<file path="src/rtl/pipe_hazard_ctrl_if.sv">
// pipe_hazard_ctrl_if: hazard-controller bus; master drives the ID instruction fields,
// ex_branch_taken and mem_ready, slave (the controller) drives stall/flush/bubble/freeze,
// fwd_a/fwd_b, state and the CNT_W-bit stall_cnt.
interface pipe_hazard_ctrl_if #(
    parameter int CNT_W = 16
);
    logic [4:0]       id_rs1, id_rs2, id_rd;
    logic             id_valid, id_use_rs1, id_use_rs2, id_regwrite, id_memread;
    logic             ex_branch_taken, mem_ready;
    logic             stall_if, stall_id, flush_id, bubble_ex, freeze;
    logic [1:0]       fwd_a, fwd_b, state;
    logic [CNT_W-1:0] stall_cnt;

    modport master (
        output id_rs1, id_rs2, id_rd, id_valid, id_use_rs1, id_use_rs2, id_regwrite, id_memread,
        output ex_branch_taken, mem_ready,
        input  stall_if, stall_id, flush_id, bubble_ex, freeze, fwd_a, fwd_b, state, stall_cnt
    );

    modport slave (
        input  id_rs1, id_rs2, id_rd, id_valid, id_use_rs1, id_use_rs2, id_regwrite, id_memread,
        input  ex_branch_taken, mem_ready,
        output stall_if, stall_id, flush_id, bubble_ex, freeze, fwd_a, fwd_b, state, stall_cnt
    );
endinterface

</file>
<file path="src/rtl/pipe_hazard_ctrl.sv">
// pipe_hazard_ctrl: 5-stage pipeline hazard controller (load-use stall, branch flush, memory freeze, forwarding).
// Ports: clk; rst (asynchronous, active-low); bus (pipe_hazard_ctrl_if.slave) carrying the ID
// instruction fields, ex_branch_taken and mem_ready in, and stall_if, stall_id, flush_id,
// bubble_ex, freeze, fwd_a, fwd_b, state, stall_cnt out.
// Build option PIPE_HAZARD_FORWARD_EN: when defined, EX operands are forwarded from MEM/WB and
// only load-use stalls; when undefined, fwd_a/fwd_b stay 00 and any in-flight producer stalls ID.
module pipe_hazard_ctrl #(
    parameter int CNT_W = 16
) (
    input logic               clk,
    input logic               rst,
    pipe_hazard_ctrl_if.slave bus
);
`ifdef PIPE_HAZARD_FORWARD_EN
    localparam bit FWD = 1'b1;
`else
    localparam bit FWD = 1'b0;
`endif
    typedef enum logic [1:0] {RUN = 2'b00, HAZ = 2'b01, MWAIT = 2'b10} state_t;
    typedef struct packed {
        logic       v;
        logic [4:0] rd;
        logic       rw;
        logic       mr;
        logic [4:0] rs1;
        logic [4:0] rs2;
        logic       u1;
        logic       u2;
    } ex_rec_t;
    typedef struct packed {
        logic       v;
        logic [4:0] rd;
        logic       rw;
        logic       mr;
    } mem_rec_t;
    typedef struct packed {
        logic       v;
        logic [4:0] rd;
        logic       rw;
    } wb_rec_t;

    state_t           st;
    logic [CNT_W-1:0] cnt;
    ex_rec_t          ex;
    mem_rec_t         mem;
    wb_rec_t          wb;
    logic             ex_prod, mem_prod, wb_prod, ex_hit, mem_hit, wb_hit;
    logic             frz, br, hazard, haz_stall;
    logic [1:0]       fa, fb;

    function automatic logic reads(input logic [4:0] rd, input logic u1, input logic [4:0] rs1,
                                   input logic u2, input logic [4:0] rs2);
        return (u1 && rs1 == rd) || (u2 && rs2 == rd);
    endfunction

    function automatic logic [1:0] fwd_sel(input logic u, input logic [4:0] rs, input logic mem_ok,
                                           input logic [4:0] mem_rd, input logic wb_ok, input logic [4:0] wb_rd);
        return !u ? 2'b00 : (mem_ok && mem_rd == rs) ? 2'b10 : (wb_ok && wb_rd == rs) ? 2'b01 : 2'b00;
    endfunction

    // x0 is hard-wired zero, so a record targeting it never produces a value.
    assign ex_prod  = ex.v & ex.rw & (ex.rd != 5'd0);
    assign mem_prod = mem.v & mem.rw & (mem.rd != 5'd0);
    assign wb_prod  = wb.v & wb.rw & (wb.rd != 5'd0);
    assign ex_hit   = ex_prod & bus.id_valid & reads(ex.rd, bus.id_use_rs1, bus.id_rs1, bus.id_use_rs2, bus.id_rs2);
    assign mem_hit  = mem_prod & bus.id_valid & reads(mem.rd, bus.id_use_rs1, bus.id_rs1, bus.id_use_rs2, bus.id_rs2);
    assign wb_hit   = wb_prod & bus.id_valid & reads(wb.rd, bus.id_use_rs1, bus.id_rs1, bus.id_use_rs2, bus.id_rs2);
    // A load in MEM has no data yet, so it is skipped and the older WB value is considered instead.
    assign fa       = FWD ? fwd_sel(ex.u1, ex.rs1, mem_prod & ~mem.mr, mem.rd, wb_prod, wb.rd) : 2'b00;
    assign fb       = FWD ? fwd_sel(ex.u2, ex.rs2, mem_prod & ~mem.mr, mem.rd, wb_prod, wb.rd) : 2'b00;
    assign hazard   = FWD ? ex_hit & ex.mr : ex_hit | mem_hit | wb_hit;

    always_comb begin
        frz           = ~bus.mem_ready;
        br            = bus.ex_branch_taken & ~frz;
        haz_stall     = hazard & ~frz & ~br;
        bus.freeze    = rst & frz;
        bus.stall_if  = rst & (frz | haz_stall);
        bus.stall_id  = rst & (frz | haz_stall);
        bus.flush_id  = rst & br;
        bus.bubble_ex = rst & (br | haz_stall);
        bus.fwd_a     = rst ? fa : 2'b00;
        bus.fwd_b     = rst ? fb : 2'b00;
        bus.state     = st;
        bus.stall_cnt = cnt;
    end

    always_ff @(posedge clk or negedge rst) begin
        if (!rst) begin
            st  <= RUN;
            cnt <= '0;
            ex  <= '0;
            mem <= '0;
            wb  <= '0;
        end else begin
            st <= frz ? MWAIT : (hazard && !bus.ex_branch_taken) ? HAZ : RUN;
            if (bus.stall_id && cnt != '1)
                cnt <= cnt + 1'b1;
            if (!frz) begin
                wb  <= '{v: mem.v, rd: mem.rd, rw: mem.rw};
                mem <= '{v: ex.v, rd: ex.rd, rw: ex.rw, mr: ex.mr};
                ex  <= (bus.bubble_ex || !bus.id_valid) ? '0 :
                       '{v: 1'b1, rd: bus.id_rd, rw: bus.id_regwrite, mr: bus.id_memread,
                         rs1: bus.id_rs1, rs2: bus.id_rs2, u1: bus.id_use_rs1, u2: bus.id_use_rs2};
            end
        end
    end
endmodule
</file>
<file path="src/flat_wrapper.sv">
// flat-port wrapper written by rule: the top's interface ports become plain ports
module pipe_hazard_ctrl_flat 
#(
    parameter int CNT_W = 16
)
  (clk, rst, bus_id_rs1, bus_id_rs2, bus_id_rd, bus_id_valid, bus_id_use_rs1, bus_id_use_rs2, bus_id_regwrite, bus_id_memread, bus_ex_branch_taken, bus_mem_ready, bus_stall_if, bus_stall_id, bus_flush_id, bus_bubble_ex, bus_freeze, bus_fwd_a, bus_fwd_b, bus_state, bus_stall_cnt);
  pipe_hazard_ctrl_if #(.CNT_W(CNT_W)) bus_i ();
  input logic clk;
  input logic rst;
  input wire logic [$bits(bus_i.id_rs1)-1:0] bus_id_rs1;
  input wire logic [$bits(bus_i.id_rs2)-1:0] bus_id_rs2;
  input wire logic [$bits(bus_i.id_rd)-1:0] bus_id_rd;
  input wire logic [$bits(bus_i.id_valid)-1:0] bus_id_valid;
  input wire logic [$bits(bus_i.id_use_rs1)-1:0] bus_id_use_rs1;
  input wire logic [$bits(bus_i.id_use_rs2)-1:0] bus_id_use_rs2;
  input wire logic [$bits(bus_i.id_regwrite)-1:0] bus_id_regwrite;
  input wire logic [$bits(bus_i.id_memread)-1:0] bus_id_memread;
  input wire logic [$bits(bus_i.ex_branch_taken)-1:0] bus_ex_branch_taken;
  input wire logic [$bits(bus_i.mem_ready)-1:0] bus_mem_ready;
  output wire logic [$bits(bus_i.stall_if)-1:0] bus_stall_if;
  output wire logic [$bits(bus_i.stall_id)-1:0] bus_stall_id;
  output wire logic [$bits(bus_i.flush_id)-1:0] bus_flush_id;
  output wire logic [$bits(bus_i.bubble_ex)-1:0] bus_bubble_ex;
  output wire logic [$bits(bus_i.freeze)-1:0] bus_freeze;
  output wire logic [$bits(bus_i.fwd_a)-1:0] bus_fwd_a;
  output wire logic [$bits(bus_i.fwd_b)-1:0] bus_fwd_b;
  output wire logic [$bits(bus_i.state)-1:0] bus_state;
  output wire logic [$bits(bus_i.stall_cnt)-1:0] bus_stall_cnt;
  assign bus_i.id_rs1 = bus_id_rs1;
  assign bus_i.id_rs2 = bus_id_rs2;
  assign bus_i.id_rd = bus_id_rd;
  assign bus_i.id_valid = bus_id_valid;
  assign bus_i.id_use_rs1 = bus_id_use_rs1;
  assign bus_i.id_use_rs2 = bus_id_use_rs2;
  assign bus_i.id_regwrite = bus_id_regwrite;
  assign bus_i.id_memread = bus_id_memread;
  assign bus_i.ex_branch_taken = bus_ex_branch_taken;
  assign bus_i.mem_ready = bus_mem_ready;
  assign bus_stall_if = bus_i.stall_if;
  assign bus_stall_id = bus_i.stall_id;
  assign bus_flush_id = bus_i.flush_id;
  assign bus_bubble_ex = bus_i.bubble_ex;
  assign bus_freeze = bus_i.freeze;
  assign bus_fwd_a = bus_i.fwd_a;
  assign bus_fwd_b = bus_i.fwd_b;
  assign bus_state = bus_i.state;
  assign bus_stall_cnt = bus_i.stall_cnt;
  pipe_hazard_ctrl #(.CNT_W(CNT_W)) u_core (.clk(clk), .rst(rst), .bus(bus_i));
endmodule
</file>
<file path="config.mk">
export PLATFORM = sky130hd
export DESIGN_NAME = pipe_hazard_ctrl_flat
export DESIGN_NICKNAME = d
export VERILOG_FILES = /design/src/rtl/pipe_hazard_ctrl_if.sv /design/src/rtl/pipe_hazard_ctrl.sv /design/src/flat_wrapper.sv
export SDC_FILE = /design/constraint.sdc
export NUM_CORES = 1
export LEC_CHECK = 0
export ABC_AREA = 1
export CORE_UTILIZATION = 47
export DETAILED_ROUTE_END_ITERATION = 12
export PLACE_DENSITY = 0.81
export SYNTH_ARGS = -nofsm -noshare
export SYNTH_HDL_FRONTEND = slang
export SYNTH_SLANG_ARGS = --single-unit
</file>
<file path="constraint.sdc">
create_clock -name clk -period 1.6 [get_ports clk]
set_clock_uncertainty 0.15 [all_clocks]
set_input_delay 0.32 -clock clk [delete_from_list [all_inputs] [get_ports clk]]
set_output_delay 0.32 -clock clk [all_outputs]
set_load 0.05 [all_outputs]
</file>
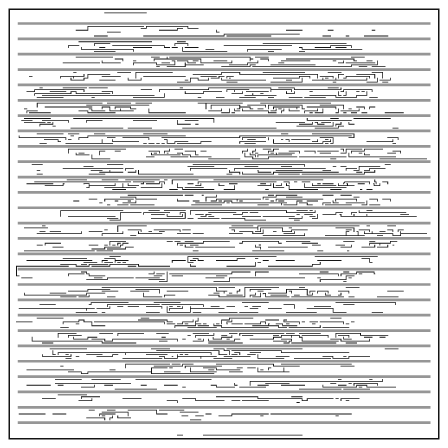
*The metal 1 layer*
Supply wires on this layer in grey.
The longest straight run is 27.1 um. The wires run mostly horizontal.
total wire length: 8.382 mm
via count: 2,881
grt met1 use: 41.56%

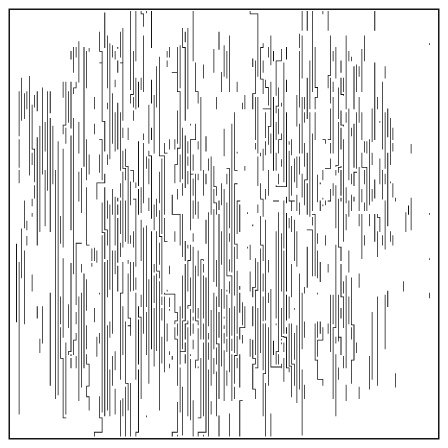
*M2 wires*
The wires run mostly vertical. The longest straight run is 44.9 um.
met2 Use GR: 50.05%

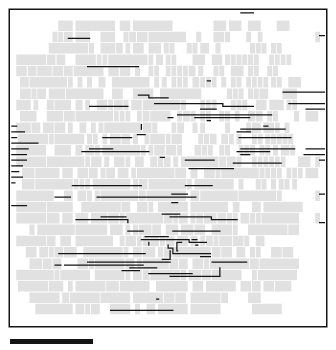
*Met3 routing*
The bar under the picture is 20 um long.
The layer holds 6.7% of the routed length. 64 nets have wire on it.
GR Util met3: 7.540%

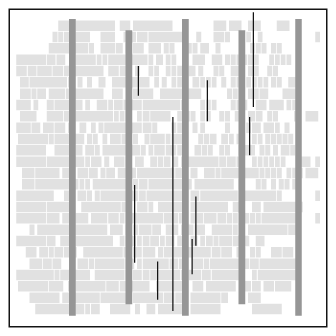
*The metal 4 layer*
Supply wires on this layer in grey.
The layer carries 141 um of wire. The wires run mostly vertical. 7 nets have wire on it.

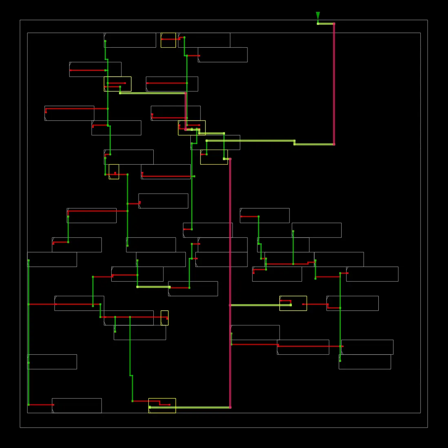
*Clock routing*
number of clock buffers in the layout: 6
# clock sinks: 39
Num CTS Buffers: 5
clk pwr: 681 uW

==> Changelog: implementation <==
## Flow update

- Crit. Startpoint: u_core.wb[3]$_DFFE_PN0P_
- Period utilization: 142.7%
- Synth async-reset ratio: 100.0%
- # IOs: roughly 50
- Crit path arrival time: between 1500 and 2000 ps
- P_leak: between 0.002 and 0.0025 uW
- Post-place setup slack: -846.5 ps
- RSZ-0062 raised after global routing: yes
- Post-cts resize count: 29
- CP delay by family, top: simple AND/OR/NAND/NOR gates
- Row cnt: 26
- Final total power: about 3100 uW
- VDD IR max: slightly below 0.0006 V
- Worst r2r dst: u_core.bus.stall_cnt[14]$_DFFE_PN0P_
- Top cell category: logic gates
- Number of buffers and inverters on the critical path: 2
- N_taps: 70
- Pwr/cell area: roughly 800 nW/um^2
- Dominant register cell: dfrtp_1
- Fill cells: 366
- Main area contributors: dfrtp_1 (38%), nand2_1 (24%), nand4_1 (7.6%)
- GP Congestion: between 0.9 and 1
- Setup WS post-layout: -683.5 ps
- Status: complete, but fails checks
- Htree depth: 2
- Wire length per cell: between 15 and 20 um
- Nets: ~500
- Total global routing overflow: 0
- XOR Share, Synth: 4.785%
- Clock buffer depth: 2
- Critical Path End: bus_stall_if
- Seq/total area: ~25%
- Slowest stage delay, CP: ~400 ps
- Failing checks: setup timing
- Hold Path Depth: 2
- Yosys chip area: between 2000 and 3000 um^2
- Yosys cell count: 379
- Setup Viol. Count Final: 27
- CTS Root Cell: clkbuf_8
- CP Depth: 11
- Number of OpenROAD warnings: 30
- Flop area: between 900 and 1000 um^2
- Sequential fraction of the synthesis area: between 30% and 40%
- HP Class: flop to flop
- Final hold violation count: 0
- Number of detailed-route iterations in the first pass: 5
- Core Footprint: roughly 5200 um^2
- Crit. End Element: primary output
- Max FO, Critical Path: 4
flip-flops by register name, indices dropped and copies added, names as in the netlist:
register	count
u_core.bus.state	2
u_core.wb	7
u_core.bus.stall_cnt	16
u_core.ex	7
u_core.mem	7
power breakdown:
group	internal, uW	leakage, uW	switching [uW]
clock network	305	0.0000412	376
registers	1090	0.000500	110
logic	543	0.00151	671
per-stage QoR:
step	hold slack [ps]	setup TNS [ps]
6_report	344.0	-11070
5_1_grt	365.9	-13840
3_5_place_dp	226.6	-22070
2_1_floorplan	-125.6	-6594
4_1_cts	334.5	-9041
3_3_place_gp	222.1	-20850
routing by layer:
metal | routed length, um | share of wire, %
met5 | 0 | 0
met4 | 140 | 1.7
met2 | 4151 | 50
met1 | 3529 | 42
met3 | 559 | 6.7
Power and IR drop assume default switching activity.
